File: config.mk
export PLATFORM = sky130hd
export DESIGN_NAME = alarm_sequencer
export DESIGN_NICKNAME = d
export VERILOG_FILES = /design/src/rtl/alarm_sequencer.sv
export SDC_FILE = /design/constraint.sdc
export NUM_CORES = 1
export LEC_CHECK = 0
export ABC_AREA = 1
export ABC_CLOCK_PERIOD_IN_PS = 3700
export CORE_MARGIN = 2
export CORE_UTILIZATION = 60
export CTS_CLUSTER_SIZE = 8
export DETAILED_ROUTE_END_ITERATION = 16
export PLACE_DENSITY = 0.91
export SYNTH_ARGS = -nofsm -noshare
export SYNTH_HDL_FRONTEND = slang
export SYNTH_SLANG_ARGS = --single-unit
File: constraint.sdc
create_clock -name clk -period 3.7 [get_ports clk]
set_clock_uncertainty 0.15 [all_clocks]
set_input_delay 0.37 -clock clk [delete_from_list [all_inputs] [get_ports clk]]
set_output_delay 0.37 -clock clk [all_outputs]
set_load 0.01 [all_outputs]
File: src/rtl/alarm_sequencer.sv
// alarm_sequencer: rings, snoozes and times out the user alarm after an alarm-match pulse
//
// Ports:
//   clk            system clock
//   rst            asynchronous active-low reset
//   alarm_enable   level, alarm armed when 1
//   alarm_on       1-cycle alarm-match pulse from the watch core
//   stop_button    debounced level, rising edge stops the alarm
//   snooze_button  debounced level, rising edge snoozes the alarm
//   buzzer         sounder drive
//   ringing        1 while ringing
//   snoozing       1 while snoozing
//   snooze_cnt     snoozes used in the current alarm event
//
// Optional feature macro: ALARM_BEEP_PATTERN_EN (1 s on / 1 s off beeping while ringing)
module alarm_sequencer #(
  parameter int CLKS_PER_SEC = 1,
  parameter int RING_SECS    = 60,
  parameter int SNOOZE_SECS  = 300,
  parameter int MAX_SNOOZE   = 3
) (
  input  logic       clk,
  input  logic       rst,
  input  logic       alarm_enable,
  input  logic       alarm_on,
  input  logic       stop_button,
  input  logic       snooze_button,
  output logic       buzzer,
  output logic       ringing,
  output logic       snoozing,
  output logic [1:0] snooze_cnt
);
  localparam int PW = CLKS_PER_SEC > 1 ? $clog2(CLKS_PER_SEC) : 1;
  localparam logic [PW-1:0] P_LAST = PW'(CLKS_PER_SEC - 1);
  localparam logic [15:0] R_LAST = 16'(RING_SECS - 1);
  localparam logic [15:0] S_LAST = 16'(SNOOZE_SECS - 1);
  localparam logic [1:0] S_MAX = 2'(MAX_SNOOZE);

  typedef enum logic [1:0] {IDLE, RING, SNOOZE} state_t;

  state_t state, state_nx;
  logic [PW-1:0] presc;
  logic [15:0] sec_cnt;
  logic stop_prev, snooze_prev, stop_ev, snooze_ev, sec_tick;
  logic [1:0] cnt_nx;

  assign stop_ev   = stop_button & ~stop_prev;
  assign snooze_ev = snooze_button & ~snooze_prev;
  assign sec_tick  = (state != IDLE) && (presc == P_LAST);

  // stop outranks snooze, which outranks the timeout
  always_comb begin
    state_nx = state;
    cnt_nx = snooze_cnt;
    case (state)
      IDLE:
        if (alarm_on && alarm_enable) begin
          state_nx = RING;
          cnt_nx = '0;
        end
      RING:
        if (!alarm_enable || stop_ev) state_nx = IDLE;
        else if (snooze_ev && snooze_cnt < S_MAX) begin
          state_nx = SNOOZE;
          cnt_nx = snooze_cnt + 2'd1;
        end
        else if (sec_tick && sec_cnt == R_LAST) state_nx = IDLE;
      SNOOZE:
        if (!alarm_enable || stop_ev) state_nx = IDLE;
        else if (sec_tick && sec_cnt == S_LAST) state_nx = RING;
      default: state_nx = IDLE;
    endcase
  end

  // timebase restarts on every state change so each ring/snooze gets its full duration
  always_ff @(posedge clk or negedge rst) begin
    if (!rst) begin
      state <= IDLE;
      snooze_cnt <= '0;
      presc <= '0;
      sec_cnt <= '0;
      stop_prev <= 1'b0;
      snooze_prev <= 1'b0;
    end else begin
      state <= state_nx;
      snooze_cnt <= cnt_nx;
      stop_prev <= stop_button;
      snooze_prev <= snooze_button;
      if (state_nx != state) begin
        presc <= '0;
        sec_cnt <= '0;
      end else if (state != IDLE) begin
        presc <= sec_tick ? '0 : presc + PW'(1);
        sec_cnt <= sec_cnt + {15'd0, sec_tick};
      end
    end
  end

  assign ringing  = state == RING;
  assign snoozing = state == SNOOZE;
`ifdef ALARM_BEEP_PATTERN_EN
  assign buzzer = ringing & ~sec_cnt[0];
`else
  assign buzzer = ringing;
`endif
endmodule

Fig. 1: where the registers sit
(6 px per um) Other sequential cells in the stronger gray, the rest of the logic in the fainter gray.
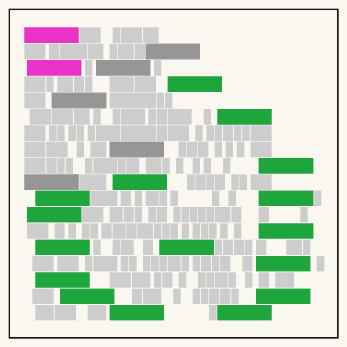
Magenta marks snooze_cnt, sequential cells 2. Green marks sec_cnt, sequential cells 16.
Another 5 sequential cells are not colored.
fraction of the core area covered by cells at the end of the flow: 0.672
area of all sequential standard cells: 576 sq um
sequential cell area share: 0.349
Seq power: 0.000281 W

Fig. 2: cell density map
(4 px per um) The die is cut into 11 by 11 equal tiles; dark purple is low, yellow is high, 0 to 100% covered.
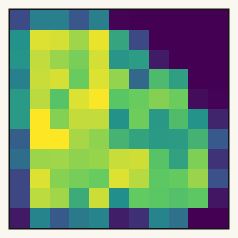
The fullest tile reaches 100%. 39% of the tiles are over 75% full. The mean over all tiles is 54%. The emptiest ninth of the die: north-east.
initial core utilization: 0.624
floorplan core area: 2450 sq um

==> results.txt <==
The implementation run finished. Fraction of layout instances using a drive strength above 1 landed at 0.144. Of the total synthesized cell area, the portion taken by full adders, half adders and majority gates is 0.0245. The stage logs contain a warning count of 26.

STA classifies the critical path startpoint as a flip-flop. After synthesis, the share of cell area in mux cells is 0.00654. Highest cell delay on the worst timing path landed at between 0.5 and 0.6 ns. The timing report attributes the biggest portion of critical-path delay to simple AND/OR/NAND/NOR gates. Residual antenna-violating net count after detailed routing landed at 0. Total design power landed at 0.000519 W. Endpoints with negative setup slack in the final report add up to 0. The detailed router reported a total wirelength of 2950 um. met2 track demand over resource after global routing is 0.371. The worst setup path is captured at a flip-flop. The data required time reported for the critical path is about 3.8 ns. Among all flip-flop cells after synthesis, the most frequent one is sky130_fd_sc_hd__dfrtp_1. The run finished with clean final reports.

Areal power density over the cells landed at 315 nW/um^2. The type recorded for the worst min-delay path is input pin to flip-flop. The tree is rooted in a sky130_fd_sc_hd__clkbuf_4. The tool flagged a number of max-cap violations equal to 0. Share of the clock period used by the worst path after layout landed at 0.610.
-- final timing paths --
path,startpoint,to,slack [ns],depth (start not counted)
worst max-delay path,state[1],sec_cnt[10],1.44,10
worst min-delay path,stop_button,stop_prev,0.34,1
worst max register to register,state[1],sec_cnt[10],1.44,10
worst min register to register,presc,presc,0.42,2
max in group asynchronous,rst,state[0],2.36,1
min in group asynchronous,rst,sec_cnt[5],0.43,1
-- power breakdown --
group          switching [W]  total, W  internal (W)
clock              0.0000838  0.000125     0.0000414
combinational      0.0000669  0.000113     0.0000463
sequential         0.0000146  0.000281      0.000266
total               0.000165  0.000519      0.000354
-- state kept, by name, summed over array words and instances, names as in the netlist --
signal       count
sec_cnt         16
snooze_cnt       2
state            2
presc            1
snooze_prev      1
stop_prev        1
No activity file was given, so power comes from the tool's default toggle rates.
